$ cat config.mk
export PLATFORM = sky130hd
export DESIGN_NAME = hall_sensor_conditioner
export DESIGN_NICKNAME = d
export VERILOG_FILES = /design/src/rtl/hall_sensor_conditioner_pkg.sv /design/src/rtl/hall_sensor_conditioner_glitch_filter.sv /design/src/rtl/hall_sensor_conditioner.sv
export SDC_FILE = /design/constraint.sdc
export NUM_CORES = 1
export LEC_CHECK = 0
export CAP_MARGIN = 20
export CORE_ASPECT_RATIO = 1.2
export CORE_MARGIN = 2
export CORE_UTILIZATION = 49
export DETAILED_ROUTE_END_ITERATION = 8
export PLACE_DENSITY = 0.76
export SLEW_MARGIN = 10
export SYNTH_ARGS = -nofsm -noshare
export SYNTH_HDL_FRONTEND = slang
export SYNTH_SLANG_ARGS = --single-unit
$ cat constraint.sdc
create_clock -name i_clk -period 2.64 [get_ports i_clk]
set_clock_uncertainty 0.1 [all_clocks]
set_input_delay 0.396 -clock i_clk [delete_from_list [all_inputs] [get_ports i_clk]]
set_output_delay 0.396 -clock i_clk [all_outputs]
set_load 0.005 [all_outputs]
$ cat src/rtl/hall_sensor_conditioner_pkg.sv
// hall_pkg: sector codes and hall-code/sector helper functions for the hall conditioner
package hall_pkg;
  localparam logic [2:0] SECT_INVALID = 3'd0;
  localparam logic [2:0] SECT_1 = 3'd1;
  localparam logic [2:0] SECT_2 = 3'd2;
  localparam logic [2:0] SECT_3 = 3'd3;
  localparam logic [2:0] SECT_4 = 3'd4;
  localparam logic [2:0] SECT_5 = 3'd5;
  localparam logic [2:0] SECT_6 = 3'd6;
  localparam int NUM_SECT = 6;

  function automatic logic [2:0] hall_to_sector(input logic [2:0] code);
    case (code)
      3'b001:  return SECT_1;
      3'b101:  return SECT_2;
      3'b100:  return SECT_3;
      3'b110:  return SECT_4;
      3'b010:  return SECT_5;
      3'b011:  return SECT_6;
      default: return SECT_INVALID;
    endcase
  endfunction

  function automatic logic [2:0] sect_next(input logic [2:0] s);
    return (s >= 3'(NUM_SECT)) ? SECT_1 : s + 3'd1;
  endfunction

  function automatic logic [2:0] sect_prev(input logic [2:0] s);
    return (s == SECT_1) ? 3'(NUM_SECT) : s - 3'd1;
  endfunction
endpackage

$ cat src/rtl/hall_sensor_conditioner_glitch_filter.sv
// hall_glitch_filter: 2-FF sync of the hall code plus stable-count filter producing the accepted code
module hall_glitch_filter #(
  parameter int FILT_CYCLES = 8
) (
  input  logic       i_clk,
  input  logic       i_rst_n,
  input  logic [2:0] i_raw,
  output logic [2:0] o_code,
  output logic       o_edge,
  output logic       o_take,
  output logic [2:0] o_next
);
  localparam int CW = (FILT_CYCLES > 1) ? $clog2(FILT_CYCLES) : 1;
  logic [2:0]    r_s1, r_s2, r_cand, r_code;
  logic [CW-1:0] r_cnt;
  logic          r_edge;
  logic          w_take;
  // candidate always tracks last synced code, so a change in the synced code restarts the count
  assign w_take = (r_s2 != r_code) && (r_s2 == r_cand) && (r_cnt == CW'(FILT_CYCLES - 1));
  assign o_code = r_code;
  assign o_edge = r_edge;
  assign o_take = w_take;
  assign o_next = r_cand;
  // synchroniser, stable counter and accepted-code register
  always_ff @(posedge i_clk or negedge i_rst_n) begin
    if (!i_rst_n) begin
      r_s1   <= '0;
      r_s2   <= '0;
      r_cand <= '0;
      r_code <= '0;
      r_cnt  <= '0;
      r_edge <= 1'b0;
    end else begin
      r_s1   <= i_raw;
      r_s2   <= r_s1;
      r_cand <= r_s2;
      r_edge <= w_take;
      r_code <= w_take ? r_cand : r_code;
      r_cnt  <= (r_s2 == r_code || r_s2 != r_cand || w_take) ? '0 : r_cnt + 1'b1;
    end
  end
endmodule

$ cat src/rtl/hall_sensor_conditioner.sv
// hall_sensor_conditioner: filtered hall code, sector, direction, fault and (with HALL_PERIOD_MEAS_EN) edge period
module hall_sensor_conditioner
  import hall_pkg::*;
#(
  parameter int FILT_CYCLES = 8,
  parameter int PER_W = 16
) (
  input  logic             i_clk,
  input  logic             i_rst_n,
  input  logic             i_h1,
  input  logic             i_h2,
  input  logic             i_h3,
  input  logic             i_fault_clr,
  output logic [2:0]       o_hall_out,
  output logic [2:0]       o_sector,
  output logic             o_edge,
  output logic             o_dir,
  output logic [PER_W-1:0] o_period,
  output logic             o_period_vld,
  output logic             o_stall,
  output logic             o_fault
);
  logic       w_take, w_both, w_fwd, w_rev, w_fault_set;
  logic [2:0] w_next, w_new_sect;
  logic [2:0] r_sector;
  logic       r_dir, r_fault;

  hall_glitch_filter #(.FILT_CYCLES(FILT_CYCLES)) u_filt (
    .i_clk  (i_clk),
    .i_rst_n(i_rst_n),
    .i_raw  ({i_h3, i_h2, i_h1}),
    .o_code (o_hall_out),
    .o_edge (o_edge),
    .o_take (w_take),
    .o_next (w_next)
  );

  // jump classification against the sector currently held; an invalid previous sector skips the check
  always_comb begin
    w_new_sect  = hall_to_sector(w_next);
    w_both      = (r_sector != SECT_INVALID) && (w_new_sect != SECT_INVALID);
    w_fwd       = w_both && (w_new_sect == sect_next(r_sector));
    w_rev       = w_both && (w_new_sect == sect_prev(r_sector));
    w_fault_set = w_take && ((w_new_sect == SECT_INVALID) || (w_both && !w_fwd && !w_rev));
  end

  // sector, direction and sticky fault, updated in the same cycle the filter accepts a code
  always_ff @(posedge i_clk or negedge i_rst_n) begin
    if (!i_rst_n) begin
      r_sector <= SECT_INVALID;
      r_dir    <= 1'b1;
      r_fault  <= 1'b0;
    end else begin
      r_sector <= w_take ? w_new_sect : r_sector;
      r_dir    <= (w_take && (w_fwd || w_rev)) ? w_fwd : r_dir;
      r_fault  <= w_fault_set || (r_fault && !i_fault_clr);
    end
  end

  assign o_sector = r_sector;
  assign o_dir    = r_dir;
  assign o_fault  = r_fault;

`ifdef HALL_PERIOD_MEAS_EN
  logic [PER_W-1:0] r_cnt, r_period;
  logic             r_pvld, r_seen, w_sat;
  assign w_sat = &r_cnt;
  // saturating edge-to-edge counter; a measurement is genuine only if bounded by two edges without saturation
  always_ff @(posedge i_clk or negedge i_rst_n) begin
    if (!i_rst_n) begin
      r_cnt    <= '0;
      r_period <= '0;
      r_pvld   <= 1'b0;
      r_seen   <= 1'b0;
    end else begin
      r_cnt    <= w_take ? '0 : (w_sat ? r_cnt : r_cnt + 1'b1);
      r_period <= w_take ? (w_sat ? r_cnt : r_cnt + 1'b1) : r_period;
      r_pvld   <= w_take ? (r_seen && !w_sat) : r_pvld;
      r_seen   <= r_seen || w_take;
    end
  end
  assign o_period     = r_period;
  assign o_period_vld = r_pvld && !w_sat;
  assign o_stall      = w_sat;
`else
  assign o_period     = '0;
  assign o_period_vld = 1'b0;
  assign o_stall      = 1'b0;
`endif
endmodule

Fig. 1: run 1, wires at chosen ports, followed through buffers
Bar = 20 µm.
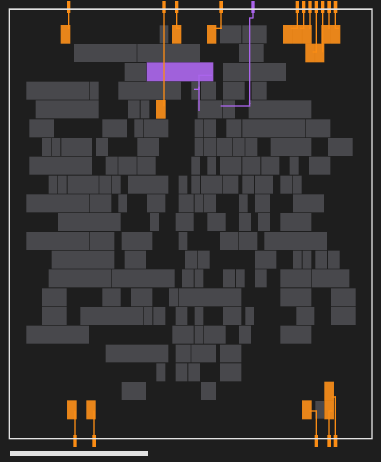
legend:
  `o_dir`:
    color: purple
    direction: output
    end_cells: 1
    wire: 26.0 µm
  `o_period`:
    color: orange
    direction: output
    end_cells: 16
    wire: 67.7 µm
number of port buffers: 14
num ports: 33

Fig. 2: run 1, selected gate families
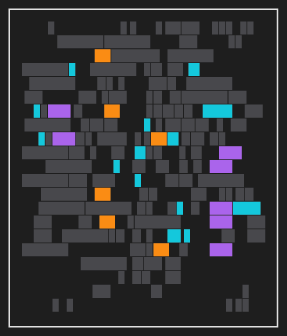
legend:
  fa/ha/maj cells:
    color: purple
    cells: 7
  xor and xnor cells:
    color: orange
    cells: 6
  nor cells:
    color: cyan
    cells: 14
top logic cell by instance count in the layout: sky130_fd_sc_hd__dfrtp_1
Final Non-Filler Cells: 194
share of cell area taken by multi-input logic gates: 45.70%

==> results.ini, run 1 <==
[run_status]
run_status=finished clean

[layout]
multi_input_comb_area_um2=671.9
synthToLayoutAreaGrowth_pct=7.013
post_route_cells_drive_above_1_share_pct=8.125
layout.clock_buffers=4
finalNetCount=174
seq_cells=21
antenna-diode-count=0

[global_route]
maximum_number_of_pins_on_one_net_before_global_route_repair=22
overflow=0
grt_most_used_layer=met2

[synthesis]
netlist_top_cells_area=sky130_fd_sc_hd__dfrtp_1 (36%), sky130_fd_sc_hd__buf_4 (10%), sky130_fd_sc_hd__ha_1 (6.4%)
post_synth_inst_count=148
post-synth-top-area-cell=sky130_fd_sc_hd__dfrtp_1
yosys-stat-area_um2=1374
post_synth_instance_area_um2=1374
yosysUniqueCellTypes=41
most_common_cell=sky130_fd_sc_hd__dfrtp_1

[pwr]
pwr-share-seq_pct=63.2
netSwitchingFraction_pct=24.57

[clock_tree]
cts_root_buffer=sky130_fd_sc_hd__clkbuf_4
post-cts-setup-buffer-count=0

[critical_path]
regToRegStartpoint=o_sector[1]
worst-path-max-fanout=11
worst_setup_path_start_kind=flop

[final_timing]
fin_crit_sh_pct=92.12
slew_viol_final=0
finalSetupViolCount=0

[placement]
dp_cells=190

[route]
detailedRoute.firstPassIterationCount=4
drcViolationCount=0

[die]
fp.dieArea_um2=3245
count_of_standard_cell_rows=21
die_h_um=62.01

Fig. 3: run 1, a small window of the routed layout
Bar = 10 µm. Region (1, 3) to (26, 28) µm. Cells in gray, sequential cells in the stronger gray; small squares are vias.
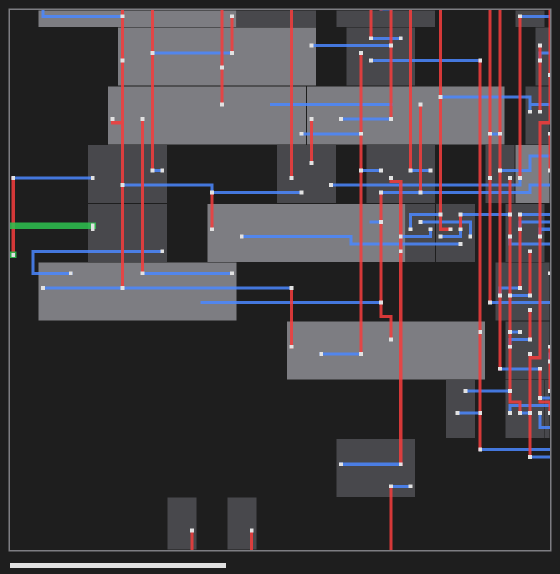
legend:
  M2:
    color: red
  M3:
    color: green
  M1:
    color: blue
cells with their middle in the window: 23
netlist names of flops here include: `u_filt.o_next` (2), `u_filt.r_s2` (2)
sequential cells in the window: 6
most frequent: dfrtp_1 (6), o21ai_0 (3), clkdlybuf4s50_1 (3)

==> run 1: worst max path at each step <==
| stage | cells after the start | from | end | slack (ns) |
|---|---|---|---|---|
| 2_1_floorplan | 10 | o_sector[0] | o_fault | 0.26 |
| 3_3_place_gp | 8 | o_sector[1] | o_fault | 0.35 |
| 3_5_place_dp | 8 | o_sector[1] | o_fault | 0.24 |
| 4_1_cts | 8 | o_sector[1] | o_fault | 0.23 |
| 5_1_grt | 8 | o_sector[1] | o_fault | 0.08 |
| 6_report | 8 | o_sector[1] | o_fault | 0.21 |
==> run 1: layer usage <==
layer,vias to the layer above,wire [µm]
met5,-,0
met2,17,1408
li1,500,-
met1,494,1076
met3,4,77
met4,0,51
==> run 1: kinds of logic (layout without fill, tap and decap cells) <==
logic type                 after synthesis  count (layout)  share of synthesized area, %
other                                    1              18                        0.2730
buffers and inverters                   37              32                         17.40
adders and majority gates                7               7                         6.375
DFF                                     21              21                         38.34
and+or+nand+nor                         34              34                         13.48
AOI/OAI and AO/OA                       42              42                         20.31
xor gates and xnor gates                 6               6                         3.826
==> run 1: registers in the layout (all words and copies together), names as in the netlist <==
name and count:
o_dir 1, o_fault 1, o_sector 3, u_filt.o_code 3
u_filt.o_edge 1, u_filt.o_next 3, u_filt.r_cnt 3, u_filt.r_s1 3
u_filt.r_s2 3
==> run 1: power by group through the flow <==
stage	combinational, mW	sequential (mW)	clock (mW)
after CTS	0.0495	0.341	0.159
final	0.0497	0.341	0.149
after global routing	0.0580	0.342	0.171
after global placement	0.0484	0.347	0
after detailed placement	0.0491	0.347	0
after floorplan	0.0557	0.340	0
==> run 1: cell usage in the layout, fill, tap and decap left out, types with 2 or more instances in the layout <==
cell type / count
sky130_fd_sc_hd__o21ai_0: 14
sky130_fd_sc_hd__buf_4: 2
sky130_fd_sc_hd__o211ai_1: 2
sky130_fd_sc_hd__clkbuf_4: 3
sky130_fd_sc_hd__a41oi_1: 2
sky130_fd_sc_hd__xnor2_1: 3
sky130_fd_sc_hd__nor2b_1: 2
sky130_fd_sc_hd__nand4_1: 2
sky130_fd_sc_hd__a21oi_1: 8
sky130_fd_sc_hd__conb_1: 18
sky130_fd_sc_hd__o31ai_1: 2
sky130_fd_sc_hd__dfrtp_1: 20
sky130_fd_sc_hd__nor2_1: 8
sky130_fd_sc_hd__ha_1: 7
sky130_fd_sc_hd__a31oi_1: 2
sky130_fd_sc_hd__nand2_1: 12
sky130_fd_sc_hd__xor2_1: 3
sky130_fd_sc_hd__clkdlybuf4s50_1: 14
sky130_fd_sc_hd__inv_1: 11
sky130_fd_sc_hd__nand3_1: 3
==> run 1: per-stage QoR <==
stage	area, µm²	setup WS, ns	util (%)
after floorplan	1438	0.2561	-
after global placement	1444	0.3473	52.84
after detailed placement	1444	0.2374	52.84
after CTS	1470	0.2314	53.80
after global routing	1470	0.08261	53.80
final	1470	0.2079	53.80
Fig. 4: run 1, the metal 3 layer
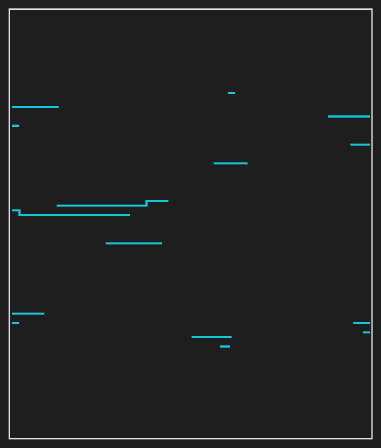

## Run 2: what changed since run 1
--- a/config.mk
+++ b/config.mk
@@ -8,9 +8,11 @@
 export CAP_MARGIN = 20
 export CORE_ASPECT_RATIO = 1.2
 export CORE_MARGIN = 2
-export CORE_UTILIZATION = 49
+export CORE_UTILIZATION = 55
 export DETAILED_ROUTE_END_ITERATION = 8
-export PLACE_DENSITY = 0.76
+export DONT_BUFFER_PORTS = 1
+export HOLD_SLACK_MARGIN = 0.06
+export PLACE_DENSITY = 0.71
 export SLEW_MARGIN = 10
 export SYNTH_ARGS = -nofsm -noshare
 export SYNTH_HDL_FRONTEND = slang
Fig. 5: run 2, the metal 3 layer
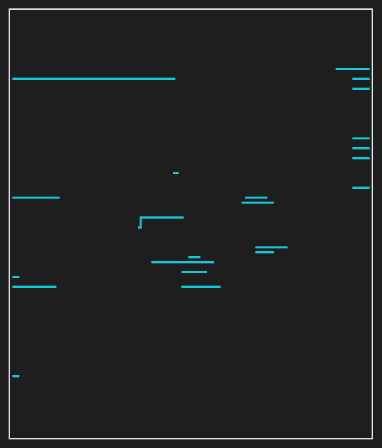
longest straight run: 22.1 µm
nets with wire on the layer: 21
wire length on this layer: 91.1 µm
share of all routed wire: 4.0%
total wirelength of the detailed-routed design: 2.298 mm
global routing usage on met3: 3.299%

==> run 2 against run 1 <==
Effect of this change: clock-buffer cell count did not move; global-route usage rose by 0.32 points; cell count fell by 7.2%; critical path type unchanged; largest power group unchanged.
==> results.ini, run 2 <==
[synthesis]
yosys-stat-area_um2=1374  ; unchanged
netlist_top_cells_area=sky130_fd_sc_hd__dfrtp_1 (36%), sky130_fd_sc_hd__buf_4 (10%), sky130_fd_sc_hd__ha_1 (6.4%)
yosysUniqueCellTypes=41  ; unchanged
post-synth-top-area-cell=sky130_fd_sc_hd__dfrtp_1
most_common_cell=sky130_fd_sc_hd__dfrtp_1
post_synth_inst_count=148  ; unchanged
post_synth_instance_area_um2=1374  ; unchanged

[pwr]
p_comb_share_pct=8.5
power_leakage_nw=0.5905
netSwitchingFraction_pct=24.00  ; -0.57 points
pwr-share-seq_pct=64.2  ; +1.0 points

[run_status]
run_status=finished clean

[placement]
io_buffers=0  ; -14
detailed_place.area_um2=1292  ; -10%
place_hpwl_mm=1.760

[layout]
synthToLayoutAreaGrowth_pct=-1.093
multi_input_comb_area_um2=671.9  ; unchanged
antenna-diode-count=0  ; unchanged
layout_top_cells=sky130_fd_sc_hd__dfrtp_1 (20), sky130_fd_sc_hd__conb_1 (18), sky130_fd_sc_hd__o21ai_0 (14)
post_route_cells_drive_above_1_share_pct=8.054  ; -0.071 points
fillCellCount=217
final_layout_top_logic_cell=sky130_fd_sc_hd__dfrtp_1
finalNetCount=163  ; -6.3%
final_design_area_no_fill_um2=1359  ; -7.6%
final_core_util_pct=58.32  ; +4.5 points

[critical_path]
cpPeakStageDelay_ns=0.46
critical_path.endpoint_type=flop
crit_path_max_delay_family=AND-OR/OR-AND gates
worst_setup_path_start_kind=flop
worst-path-max-fanout=11  ; unchanged
regToRegStartpoint=o_sector[1]

[route]
drcViolationCount=0  ; unchanged
num_vias=990
detailedRoute.firstPassIterationCount=4  ; unchanged
detail_route.vias_per_cell=5.500

[global_route]
overflow=0  ; unchanged
maximum_number_of_pins_on_one_net_before_global_route_repair=22  ; unchanged

[final_timing]
finalSetupViolCount=0  ; unchanged
slew_viol_final=0  ; unchanged
fin_crit_sh_pct=90.07  ; -2.1 points

[clock_tree]
cts_root_buffer=sky130_fd_sc_hd__clkbuf_4
post-cts-setup-buffer-count=0  ; unchanged
clkSlewWorstSetupHoldPaths_ns=0.10
clock_latency_ns=0.29

[die]
top_level_ports=33  ; unchanged
fp.dieArea_um2=2915  ; -10%
die_width_um=49.63
count_of_standard_cell_rows=19  ; -9.5%
die_h_um=58.75  ; -5.2%

run 2: cell counts after synthesis:
No cell type changed its count.
run 2: layer usage:
| metal | GRT usage [%] | up-vias | wire [µm] |
|---|---|---|---|
| li1 | - | 477 | - |
| met1 | 20.20 | 481 | 923 |
| met2 | 32.95 | 30 | 1271 |
| met3 | 3.299 | 2 | 91 |
| met4 | 5.952 | 0 | 12 |
| met5 | 0 | - | 0 |
run 2: area by class of cell:
type                       instances  share of cell area (%)
tap                               31                   2.855
inverter                          12                   3.499
timing repair buffer               5                   3.499
multi-input combinational        107                   49.45
clock buffer                       4                   1.934
sequential                        21                   38.77
run 2: what timing repair did:
action | 4_1_cts | 5_1_grt
endpoints found under the hold margin | 24 | 0
setup endpoints to repair | 0 | 0
hold buffers | 4 | 0
run 2: worst max path at each step:
stage	from	depth (start not counted)	to
floorplan	o_sector[0]	10	o_fault
global placement	o_sector[1]	8	o_fault
detailed placement	o_sector[1]	8	o_fault
CTS	o_sector[1]	8	o_fault
global route	o_sector[1]	8	o_fault
finish	o_sector[1]	8	o_fault
run 2: cell families after synthesis:
logic type | count (synthesis) | synth area share [%]
AND-OR/OR-AND | 42 | 20.31
buffers and inverters | 37 | 17.40
AND/OR/NAND/NOR | 34 | 13.48
flip-flops | 21 | 38.34
adder cells (fa/ha/maj) | 7 | 6.375
XOR/XNOR | 6 | 3.826
other | 1 | 0.2730
run 2: per-stage QoR:
step / hold WS, ns / cells / setup slack [ns] / power [mW]
after global routing: 0.2224 / 180 / 0.04723 / 0.5623
after CTS: 0.2091 / 180 / 0.2478 / 0.5423
after detailed placement: 0.0007986 / 172 / 0.2714 / 0.3811
final: 0.2153 / 180 / 0.2621 / 0.5309
after global placement: 0.0008351 / 172 / 0.3247 / 0.3805
after floorplan: 0.0004089 / 165 / 0.2561 / 0.3959
run 2: worst register-to-register path, stage by stage, from the launching register on:
cell and delay (ns):
sky130_fd_sc_hd__dfrtp_1 0.46, sky130_fd_sc_hd__inv_1 0.12, sky130_fd_sc_hd__ha_1 0.42, sky130_fd_sc_hd__and2b_1 0.25, sky130_fd_sc_hd__o31ai_1 0.06, sky130_fd_sc_hd__o32ai_1 0.28
sky130_fd_sc_hd__o21ai_1 0.10, sky130_fd_sc_hd__and4_1 0.21, sky130_fd_sc_hd__a211o_1 0.28
run 2: power by group through the flow:
stage	combinational, mW	sequential [mW]	clock, mW
final	0.0452	0.341	0.145
after global placement	0.0338	0.347	0
after global routing	0.0522	0.342	0.168
after floorplan	0.0557	0.340	0
after detailed placement	0.0341	0.347	0
after CTS	0.0449	0.341	0.157
Power and IR drop assume default switching activity.
